==> run_1/layer_met1.png <==
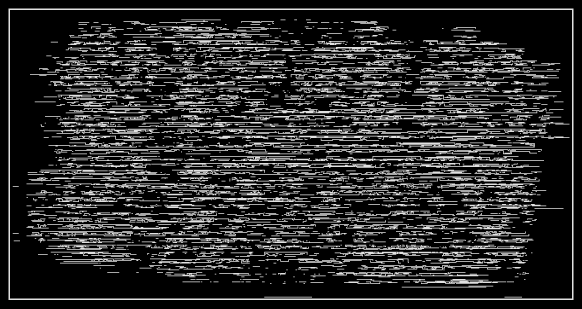
==> run_1/layer_met2.png <==
The bar under the picture is 50 µm long.
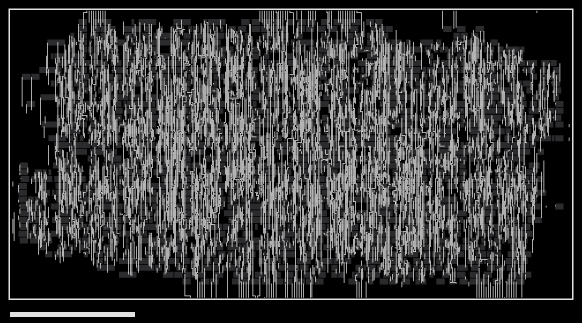
==> run_1/layer_met3.png <==
The bar under the picture is 50 µm long.
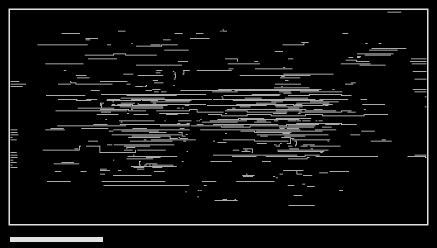
==> run_1/layer_met4.png <==
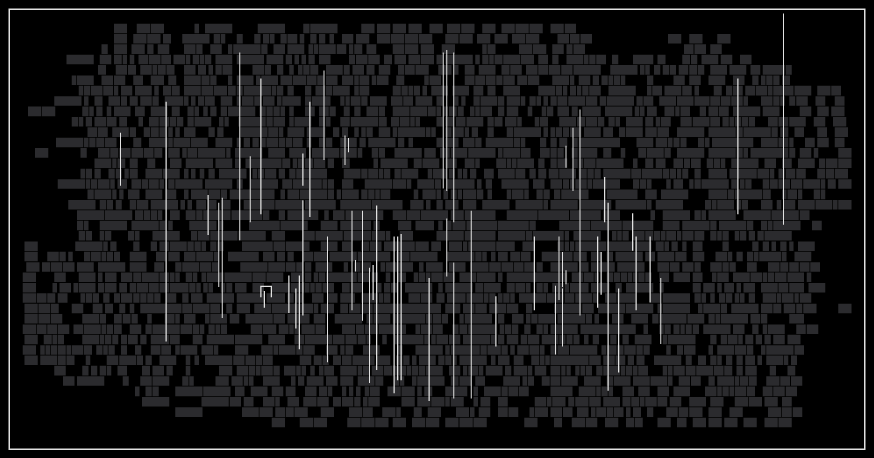
$ cat config.mk
export PLATFORM = sky130hd
export DESIGN_NAME = bin_accum_ser
export DESIGN_NICKNAME = d
export VERILOG_FILES = /design/src/rtl/bin_accum_ser_pkg.sv /design/src/rtl/sm_to_tc.sv /design/src/rtl/bin_accum_ser.sv
export SDC_FILE = /design/constraint.sdc
export NUM_CORES = 1
export LEC_CHECK = 0
export CAP_MARGIN = 20
export CORE_ASPECT_RATIO = 0.5
export CORE_MARGIN = 3
export CORE_UTILIZATION = 60
export CTS_BUF_LIST = sky130_fd_sc_hd__clkbuf_8
export DETAILED_ROUTE_END_ITERATION = 7
export PLACE_DENSITY = 0.84
export SYNTH_ARGS = -nofsm -noshare
export SYNTH_HDL_FRONTEND = slang
export SYNTH_SLANG_ARGS = --single-unit
$ cat constraint.sdc
create_clock -name CLK -period 5.6 [get_ports CLK]
set_input_delay 1.12 -clock CLK [delete_from_list [all_inputs] [get_ports CLK]]
set_output_delay 1.12 -clock CLK [all_outputs]
set_load 0.01 [all_outputs]
$ cat src/rtl/bin_accum_ser_pkg.sv
// Shared constants and state encoding for the binned transform stages.
// Sign-magnitude bin width, bin count and drain index width live here.
package bin_accum_ser_pkg;
    localparam int SM_W  = 12;
    localparam int NBINS = 8;
    localparam int IDX_W = 3;

    typedef enum logic {
        ACCUM = 1'b0,
        DRAIN = 1'b1
    } state_e;
endpackage

$ cat src/rtl/sm_to_tc.sv
// Sign-magnitude bin value to sign-extended two's complement.
// Negative zero falls out as zero because -0 == 0.
module sm_to_tc
    import bin_accum_ser_pkg::*;
#(
    parameter int ACC_W = 16
) (
    input  logic [SM_W-1:0]  sm_i,
    output logic [ACC_W-1:0] tc_o
);
    logic [ACC_W-1:0] mag_w;

    assign mag_w = ACC_W'(sm_i[SM_W-2:0]);
    assign tc_o  = sm_i[SM_W-1] ? (~mag_w + ACC_W'(1)) : mag_w;
endmodule

$ cat src/rtl/bin_accum_ser.sv
// Frame accumulator over 8 sign-magnitude bins with saturating sums,
// drained one bin per beat over a valid/ready output stream.
module bin_accum_ser
    import bin_accum_ser_pkg::*;
#(
    parameter int FRAME_LEN = 8,
    parameter int ACC_W     = 16
) (
    input  logic             CLK,
    input  logic             RESET,
    input  logic             IN_VALID,
    output logic             IN_READY,
    input  logic [SM_W-1:0]  I0,
    input  logic [SM_W-1:0]  I1,
    input  logic [SM_W-1:0]  I2,
    input  logic [SM_W-1:0]  I3,
    input  logic [SM_W-1:0]  I4,
    input  logic [SM_W-1:0]  I5,
    input  logic [SM_W-1:0]  I6,
    input  logic [SM_W-1:0]  I7,
    output logic             OUT_VALID,
    input  logic             OUT_READY,
    output logic [ACC_W-1:0] OUT_DATA,
    output logic [IDX_W-1:0] OUT_IDX,
    output logic             OUT_LAST,
    output logic             OVF
);
    localparam logic [7:0] LAST_CNT = 8'(FRAME_LEN - 1);
    localparam logic [IDX_W-1:0] LAST_IDX = IDX_W'(NBINS - 1);
    localparam logic [ACC_W-1:0] SAT_MAX = {1'b0, {(ACC_W-1){1'b1}}};
    localparam logic [ACC_W-1:0] SAT_MIN = {1'b1, {(ACC_W-1){1'b0}}};

    state_e           state_q, state_d;
    logic [7:0]       cnt_q, cnt_d;
    logic [IDX_W-1:0] idx_q, idx_d;
    logic [ACC_W-1:0] acc_q [NBINS];
    logic [ACC_W-1:0] acc_d [NBINS];
    logic             ovf_q, ovf_d;

    logic [SM_W-1:0]  in_w  [NBINS];
    logic [ACC_W-1:0] tc_w  [NBINS];
    logic [ACC_W:0]   sum_w [NBINS];
    logic [ACC_W-1:0] sat_w [NBINS];
    logic [NBINS-1:0] hit_w;

    assign in_w[0] = I0;
    assign in_w[1] = I1;
    assign in_w[2] = I2;
    assign in_w[3] = I3;
    assign in_w[4] = I4;
    assign in_w[5] = I5;
    assign in_w[6] = I6;
    assign in_w[7] = I7;

    // One extra sum bit exposes overflow as a mismatch of the top two bits.
    for (genvar g = 0; g < NBINS; g++) begin : g_bin
        sm_to_tc #(.ACC_W(ACC_W)) u_cvt (
            .sm_i (in_w[g]),
            .tc_o (tc_w[g])
        );
        assign sum_w[g] = {acc_q[g][ACC_W-1], acc_q[g]}
                        + {tc_w[g][ACC_W-1], tc_w[g]};
        assign hit_w[g] = sum_w[g][ACC_W] ^ sum_w[g][ACC_W-1];
        assign sat_w[g] = !hit_w[g] ? sum_w[g][ACC_W-1:0]
                        : (sum_w[g][ACC_W] ? SAT_MIN : SAT_MAX);
    end

    always_comb begin
        state_d = state_q;
        cnt_d   = cnt_q;
        idx_d   = idx_q;
        acc_d   = acc_q;
        ovf_d   = ovf_q;
        unique case (state_q)
            ACCUM: begin
                if (IN_VALID) begin
                    acc_d = sat_w;
                    ovf_d = ovf_q | (|hit_w);
                    if (cnt_q == LAST_CNT) begin
                        cnt_d   = '0;
                        state_d = DRAIN;
                    end else begin
                        cnt_d = cnt_q + 8'd1;
                    end
                end
            end
            DRAIN: begin
                if (OUT_READY) begin
                    if (idx_q == LAST_IDX) begin
                        idx_d   = '0;
                        state_d = ACCUM;
                        for (int n = 0; n < NBINS; n++) begin
                            acc_d[n] = '0;
                        end
                    end else begin
                        idx_d = idx_q + IDX_W'(1);
                    end
                end
            end
        endcase
    end

    always_ff @(posedge CLK) begin
        if (RESET) begin
            state_q <= ACCUM;
            cnt_q   <= '0;
            idx_q   <= '0;
            ovf_q   <= 1'b0;
            for (int n = 0; n < NBINS; n++) begin
                acc_q[n] <= '0;
            end
        end else begin
            state_q <= state_d;
            cnt_q   <= cnt_d;
            idx_q   <= idx_d;
            ovf_q   <= ovf_d;
            acc_q   <= acc_d;
        end
    end

    assign IN_READY  = (state_q == ACCUM);
    assign OUT_VALID = (state_q == DRAIN);
    assign OUT_DATA  = OUT_VALID ? acc_q[idx_q] : '0;
    assign OUT_IDX   = OUT_VALID ? idx_q : '0;
    assign OUT_LAST  = OUT_VALID && (idx_q == LAST_IDX);
    assign OVF       = ovf_q;
endmodule

==> impl_metrics.toml, run 1 <==
# synthesis and place-and-route metrics
[outcome]
status = "finished clean"

[finish]
nNonClkBuffers = 179
nonClkBufAreaFrac = 0.1018
logic_gates = 1509
dominant_cells = "combinational gates"
sh_comb_area = 0.6573
diodes = 0
inv_count = 82
clkbuf_count = 20
clock_area_frac = 0.02775
drive_gt1_frac = 0.07874
seq_cells = 141

[grt]
grt_max_degree = 104

[final_timing]
finalClockPeriodUsage = 0.9367
relSlewSlack = 0.3359
worstMarginPinSlew_ps = 994.8
slew_viol_final = 0
fin_setup_tns_ps = 0

[cts]
clk_path_buf_depth = 2
htreeDepth = 4
postCtsSetupBuffers = 0
numCtsBuffers = 17
clock_latency_ps = 490
path_clk_slew_ps = 80

[detailed_routing]
wl_per_cell_um = 18.18
vias_per_cell = 6.295
drt_first_pass_iters = 6
drtAntennaViolNets = 0
drc = 0
drt_iter0_markers = 1548

[power_and_ir_drop]
seq_cell_power_uw = 1850
p_int_uw = 4161
p_clk_frac = 0.124
ir_drop_v = 0.0002503

[flow_run]
maxCapViolations = 0
warning_count = 42

[placement]
dp_hpwl_mm = 31.24
gp_congestion = 0.9328

[logic_synthesis]
yosys_most_used_dff = "dfxtp_1"
syn_area_um2 = 14250
fp_nets = 2079
synth_flop_count = 141

[worst_setup_path]
path_class = "in2reg"
worstPathMaxFanout = 8
worstSetupStartpointType = "primary input"

[die]
die_area_um2 = 25760
num_io_pins = 123
chipWidth_um = 224.0
About layer_met1.png:
longest straight run = 41.9 µm
wire length on this layer = 16800 µm
share of all routed wire = 41%

About layer_met2.png:
share of all routed wire = 46%
main direction = vertical
nets with wire on the layer = 1857
wire length on this layer = 18800 µm
longest straight run = 46.6 µm

About layer_met3.png:
nets with wire on the layer = 233
wire length on this layer = 4000 µm

About layer_met4.png:
wire length on this layer = 1360 µm
nets with wire on the layer = 52
share of all routed wire = 3.3%
longest straight run = 62.6 µm
main direction = vertical
final WL: 40.91 mm
via count: 14160

[run 1: state kept, by name, indices dropped and copies added, names as in the netlist]
name       cells
OUT_VALID      1
OVF            1
acc_q        128
cnt_q          8
idx_q          3
[run 1: per-stage QoR]
| step | area [µm²] | instances | setup slack (ps) | hold WS [ps] |
|---|---|---|---|---|
| floorplan | 14250 | 1810 | 477.4 | 445.5 |
| global placement | 15990 | 2216 | -159.9 | 460.7 |
| detailed placement | 15990 | 2216 | -227.0 | 465.5 |
| CTS | 16440 | 2248 | 279.9 | 479.4 |
| global route | 16500 | 2250 | 61.52 | 498.5 |
| finish | 16500 | 2250 | 354.4 | 481.0 |
[run 1: critical path, stage by stage]
cell             delay, ps
clkdlybuf4s50_1        460
or4_1                  600
or4_1                  440
o21ai_0                200
xnor2_1                170
ha_1                   320
nand2_1                 90
nor2_1                  40
a21oi_1                160
o311ai_0               230
a31o_2                 290
a21o_1                 180
xnor2_1                140
ha_1                   450
nor4_2                 480
a41oi_1                210
[run 1: cells in the mapped netlist (all sizes together), types with 18 or more instances]
master / instances / share of area
nand2: 202 / 0.053
a21oi: 180 / 0.064
o21ai: 180 / 0.063
ha: 161 / 0.14
xnor2: 149 / 0.092
dfxtp: 141 / 0.20
nor2: 104 / 0.027
inv: 81 / 0.021
clkbuf: 64 / 0.017
nor3: 39 / 0.014
xor2: 35 / 0.022
mux4: 32 / 0.051
nand2b: 32 / 0.014
a21o: 31 / 0.016
nand3: 30 / 0.011
o21a: 26 / 0.014
o31ai: 22 / 0.012
or3: 19 / 0.0083
a31oi: 18 / 0.0083
o41ai: 18 / 0.013
[run 1: cell families after synthesis]
group,count (synthesis),synth area share
fa+ha+maj,169,0.1525
flops,141,0.1980
compound gates,594,0.2629
simple gates,513,0.1680
buf+inv,160,0.04292
mux,49,0.06258
xor+xnor,184,0.1131
[run 1: final timing paths]
check                start  endpoint  slack, ps  cells after the start
setup / recovery     I6[5]       OVF        350                     16
hold / removal    cnt_q[1]  cnt_q[1]        480                      2
setup reg to reg  acc_q[1]  acc_q[5]       1580                     15
hold reg to reg   cnt_q[1]  cnt_q[1]        480                      2
[run 1: layout by cell type, fill, tap and decap left out, types with 13 or more instances in the layout]
master,n
nor2b_1,13
nand2b_1,32
inv_1,80
o21ai_0,178
nand2_1,202
a21boi_0,15
mux4_2,32
mux2i_1,16
clkdlybuf4s50_1,121
ha_1,161
o21a_1,26
xnor2_1,149
and3_1,13
nor3_1,39
a31oi_1,17
or3_1,19
and2_1,13
buf_4,56
o41ai_1,15
a221o_1,14
nand3_1,30
a21o_1,31
a21oi_1,175
o31ai_1,22
xor2_1,35
nor2_1,104
dfxtp_1,139
clkbuf_8,20
[run 1: routing by layer]
metal	wire, µm	vias to the layer above	track usage
met4	1362	0	0.1230
met2	18750	622	0.5258
met5	0	-	0
li1	-	6836	-
met3	3997	124	0.07372
met1	16800	6582	0.3959
[run 1: repair_timing]
action | 4_1_cts | 5_1_grt
gates resized | 0 | 2
hold buffers | 0 | 0
setup endpoints to repair | 0 | 2
==> inputs of run 2 (changes only) <==
--- a/config.mk
+++ b/config.mk
@@ -12,6 +12,7 @@
 export CTS_BUF_LIST = sky130_fd_sc_hd__clkbuf_8
 export DETAILED_ROUTE_END_ITERATION = 7
 export PLACE_DENSITY = 0.84
+export SKIP_CTS_REPAIR_TIMING = 1
 export SYNTH_ARGS = -nofsm -noshare
 export SYNTH_HDL_FRONTEND = slang
 export SYNTH_SLANG_ARGS = --single-unit
==> run_2/layer_met4.png <==
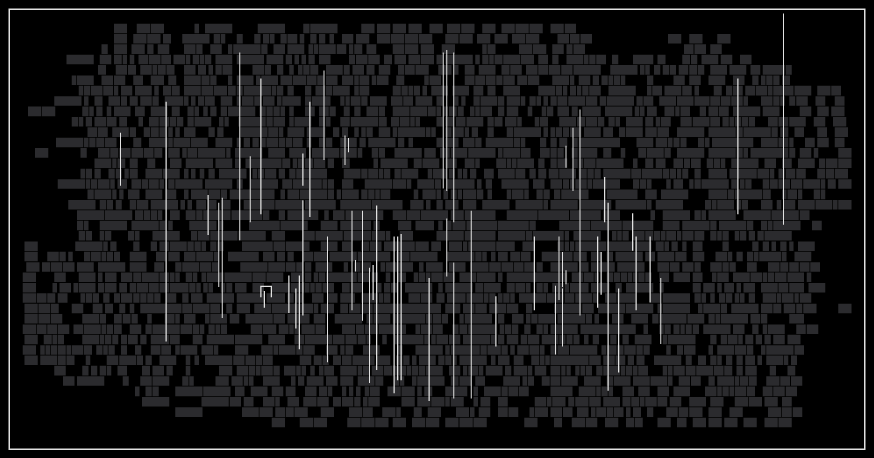
wire length on this layer = 1360 µm
share of all routed wire = 3.3%
main direction = vertical
longest straight run = 62.6 µm

==> impl_metrics.toml, run 2 <==
# synthesis and place-and-route metrics
[outcome]
status = "finished clean"

[finish]
drive_gt1_frac = 0.07874
regMostFlops = "acc_q"
largest_reg_flops = 128
lay_top_count = "nand2_1"
fin_util = 0.7149
diodes = 0
reg_top3 = "acc_q x128, cnt_q x8, idx_q x3"
final_cell_mix = "nand2_1, o21ai_0, a21oi_1, ha_1, xnor2_1"
n_fill_cell = 1799

[final_timing]
relSlewSlack = 0.3359
fin_ws_ps = 354.4
slew_viol_final = 0
fin_setup_tns_ps = 0
finalClockPeriodUsage = 0.9367
worstMarginPinSlew_ps = 994.8

[flow_run]
warning_count = 42
maxCapViolations = 0

[grt]
grt_max_degree = 104

[detailed_routing]
drc = 0
drt_iter0_markers = 1548
drt_wl_total_mm = 40.91
routed-via-count = 14160
drt_first_pass_iters = 6
drtAntennaViolNets = 0
vias_per_cell = 6.295
wl_per_cell_um = 18.18

[placement]
dp_slack_ps = -227.0
gp_congestion = 0.9328
dp_hpwl_mm = 31.24

[logic_synthesis]
synth_flop_count = 141
yosys-top-cells-area = "dfxtp_1, ha_1, xnor2_1, o21ai_0, a21oi_1"
top_area_frac = 0.1980
ys_async_sr_fraction = 0
yosys_most_used_dff = "dfxtp_1"
synth-edff-count = 0
syn_area_um2 = 14250
yosys.area.top_type = "dfxtp_1"
fp_nets = 2079
top_cells_by_count = "nand2_1, o21ai_0, a21oi_1"
top_cell = "nand2_1"

[cts]
htreeDepth = 4
clk_path_buf_depth = 2
cts_tree = "done"
numCtsBuffers = 17
path_clk_slew_ps = 80
clock_latency_ps = 490

[die]
chipWidth_um = 224.0
num_io_pins = 123
rows = 39
die_area_um2 = 25760

[power_and_ir_drop]
power.leakage_uw = 0.006736
ir_drop_v = 0.0002503

[worst_setup_path]
worstPathMaxFanout = 8
path_class = "in2reg"
regToRegSetupSlack_ps = 1580
worstSetupStartpointType = "primary input"

[worst_hold_path]
holdCritPathClass = "reg2reg"
==> run_2/layer_met2.png <==
The bar under the picture is 50 µm long.
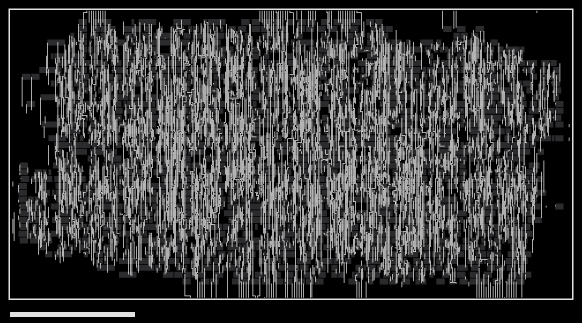
nets with wire on the layer = 1857
main direction = vertical
wire length on this layer = 18800 µm
longest straight run = 46.6 µm

==> run 2: final cells by class <==
class	instances	area share
sequential	141	0.1712
inverter	82	0.01865
timing repair buffer	179	0.1018
clock inverter	12	0.01107
tap	307	0.02328
clock buffer	20	0.01668
multi-input combinational	1509	0.6573
==> run 2: power by group <==
| group | internal, µW | switching [µW] | total, µW |
|---|---|---|---|
| clock network | 525 | 456 | 981 |
| registers | 1370 | 481 | 1850 |
| logic | 2260 | 2820 | 5080 |
| total | 4160 | 3750 | 7910 |
==> run 2: metrics by stage <==
stage | cells | total power (µW) | hold slack [ps] | area [µm²]
after floorplan | 1810 | 5295 | 445.5 | 14250
after global placement | 2216 | 6606 | 460.7 | 15990
after detailed placement | 2216 | 6746 | 465.5 | 15990
after CTS | 2248 | 7763 | 479.4 | 16440
after global routing | 2250 | 8512 | 498.5 | 16500
final | 2250 | 7914 | 481.0 | 16500
==> run 2: critical path, cell delays in order <==
cell	delay [ps]
clkdlybuf4s50_1	460
or4_1	600
or4_1	440
o21ai_0	200
xnor2_1	170
ha_1	320
nand2_1	90
nor2_1	40
a21oi_1	160
o311ai_0	230
a31o_2	290
a21o_1	180
xnor2_1	140
ha_1	450
nor4_2	480
a41oi_1	210
==> run 2: routing by layer <==
metal,global-route usage,vias up,routed length [µm]
met3,0.07372,124,3997
met4,0.1230,0,1362
met1,0.3959,6582,16800
met2,0.5258,622,18750
met5,0,-,0
li1,-,6836,-
==> run 2: kinds of logic after synthesis <==
logic type	after synthesis	share of synthesized area
AND-OR/OR-AND	594	0.2629
AND/OR/NAND/NOR	513	0.1680
buffers and inverters	160	0.04292
XOR/XNOR	184	0.1131
adder cells (fa/ha/maj)	169	0.1525
flip-flops	141	0.1980
multiplexers	49	0.06258
==> run 2: worst paths after layout <==
path / from / endpoint / cells past startpoint
min: cnt_q[1] / cnt_q[1] / 2
min reg2reg: cnt_q[1] / cnt_q[1] / 2
max reg2reg: acc_q[1] / acc_q[5] / 15
max: I6[5] / OVF / 16
==> inputs of run 3 (changes only) <==
--- a/config.mk
+++ b/config.mk
@@ -8,10 +8,10 @@
 export CAP_MARGIN = 20
 export CORE_ASPECT_RATIO = 0.5
 export CORE_MARGIN = 3
-export CORE_UTILIZATION = 60
+export CORE_UTILIZATION = 30
 export CTS_BUF_LIST = sky130_fd_sc_hd__clkbuf_8
 export DETAILED_ROUTE_END_ITERATION = 7
-export PLACE_DENSITY = 0.84
+export PLACE_DENSITY = 0.49
 export SKIP_CTS_REPAIR_TIMING = 1
 export SYNTH_ARGS = -nofsm -noshare
 export SYNTH_HDL_FRONTEND = slang
==> run_3/layer_met3.png <==
The bar under the picture is 100 µm long.
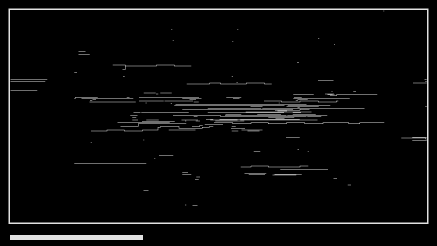
longest straight run = 98.4 µm
wire length on this layer = 2500 µm
main direction = horizontal
nets with wire on the layer = 92

==> impl_metrics.toml, run 3 <==
# synthesis and place-and-route metrics
[worst_setup_path]
crit_arrival_ps = 5540
rr_startpoint = "acc_q[1]"
crit_path_cell_trace = "clkdlybuf4s50_1, inv_1, ha_1, nand2_1, o21ai_0, ha_1, a211o_1, a2111oi_4, o31ai_1, o41a_1, a31oi_2, o21bai_1, a21o_1, xor2_1, ha_1, and3_1, a221oi_2, buf_4, o21ai_0, a21oi_1"
path_class = "in2reg"
worstPathMaxFanout = 7
max_stage_delay_ps = 540
regToRegSetupSlack_ps = 1680
worstSetupStartpointType = "primary input"
crit_path_top_delay_cell = "clkdlybuf4s50_1"
rr_worst_depth = 15
crit_buf_inv = 3
crit_top_cell = "ha_1"

[die]
die_area_um2 = 50330
num_io_pins = 123
rows = 55
chipWidth_um = 314.3
core_um2 = 46040

[power_and_ir_drop]
ir_drop_v = 0.0002265
power_per_cell_area_nw_per_um2 = 459.5

[cts]
path_clk_slew_ps = 90
numCtsBuffers = 17
htreeDepth = 4
cts_tree = "done"
clk_path_buf_depth = 2
clock_latency_ps = 510

[detailed_routing]
wl_per_cell_um = 17.71
drtAntennaViolNets = 0
drc = 0
vias_per_cell = 5.201
drt_iter0_markers = 1012
drt_first_pass_iters = 5
routed-via-count = 13520

[logic_synthesis]
top_cell = "nand2_1"
top_cells_by_count = "nand2_1, o21ai_0, a21oi_1"
ys_seq_frac = 0.1980
yosys.area.top_type = "dfxtp_1"
synth_flop_count = 141
syn_area_um2 = 14250
top_area_frac = 0.1980
ys_async_sr_fraction = 0
synth-edff-count = 0
yosys-top-cells-area = "dfxtp_1, ha_1, xnor2_1, o21ai_0, a21oi_1"
yosys_most_used_dff = "dfxtp_1"
fp_nets = 2079

[final_timing]
slew_viol_final = 0
fin_hold_ws_ps = 479.7
fin_ws_ps = 500.5
worstMarginPinSlew_ps = 1056
relSlewSlack = 0.2952
finalClockPeriodUsage = 0.9106

[worst_hold_path]
holdPathStages = 2
holdCritPathClass = "reg2reg"
min_delay_worst_endpoint = "cnt_q[1]"
hp-start = "cnt_q[1]"

[finish]
drive_gt1_frac = 0.09128
lay_top_count = "nand2_1"
n_fill_cell = 4774
regMostFlops = "acc_q"
largest_reg_flops = 128
final_cell_mix = "nand2_1, o21ai_0, a21oi_1, ha_1, xnor2_1"

[placement]
dp_slack_ps = -19.83
gp_congestion = 0.8557
dp_hpwl_mm = 36.55

[outcome]
status = "finished clean"

[grt]
grt_max_degree = 61

[flow_run]
maxCapViolations = 0
warning_count = 41
==> run_3/layer_met2.png <==
The bar under the picture is 100 µm long.
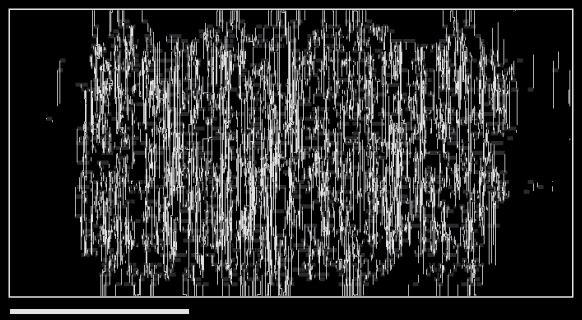
main direction = vertical
nets with wire on the layer = 1799
share of all routed wire = 47%
met2 Use GR: 0.3101
final WL: 46.04 mm

[run 3: cell families (layout without fill, tap and decap cells)]
logic type / Yosys count / count (layout) / share of synthesized area
multiplexers: 49 / 49 / 0.06258
other: 0 / 1 / 0
flip-flops: 141 / 141 / 0.1980
AND-OR/OR-AND: 594 / 594 / 0.2629
adder cells (fa/ha/maj): 169 / 169 / 0.1525
XOR/XNOR: 184 / 184 / 0.1131
buffers and inverters: 160 / 322 / 0.04292
AND/OR/NAND/NOR: 513 / 513 / 0.1680
[run 3: worst max-delay path by stage]
stage	from	endpoint	slack, ps	depth (start not counted)
finish	I7[0]	acc_q[5]	500	20
global route	I6[5]	acc_q[29]	160	18
CTS	I7[0]	acc_q[5]	510	20
detailed placement	I7[0]	acc_q[5]	-20	20
global placement	I7[0]	acc_q[3]	5	20
floorplan	I7[0]	acc_q[12]	480	20
[run 3: cell type report]
type	count	area, µm²	share of cell area
Multi-Input combinational cell	1509	10840	0.6370
Clock buffer	19	261.5	0.01537
Tap cell	627	784.5	0.04612
Timing Repair Buffer	208	1877	0.1103
Clock inverter	13	116.4	0.006840
Antenna cell	1	2.502	0.0001471
Inverter	82	307.8	0.01809
Sequential cell	141	2825	0.1661
[run 3: routing by layer]
metal / GRT usage / routed length [µm]
met1: 0.2285 / 20770
met2: 0.3101 / 21840
met3: 0.04280 / 2498
met4: 0.04932 / 930
met5: 0 / 0
[run 3: where the power goes]
group	leakage, µW	switching, µW	internal [µW]
Combinational	0.00548	2770	2320
Clock	0.000188	468	374
Sequential	0.00117	512	1370
Total	0.00683	3750	4070
[run 3: through the flow]
stage          total power (µW)  cells  TNS, ps  cell area, µm²  utilization
2_1_floorplan              5295   1810        0           14250            -
3_3_place_gp               6958   2566        0           16610       0.3608
3_5_place_dp               6949   2566   -38.22           16610       0.3608
4_1_cts                    7833   2598        0           16990       0.3690
5_1_grt                    8576   2600        0           17010       0.3695
6_report                   7816   2600        0           17010       0.3695
[run 3: worst register-to-register path, delay by kind of cell, from the launching register on]
kind	cells	cell delay (ps)
fa+ha+maj	2	600
buf+inv	1	210
xor+xnor	1	150
simple gates	1	180
compound gates	10	2230
flops	1	480
No activity file was given, so power comes from the tool's default toggle rates.
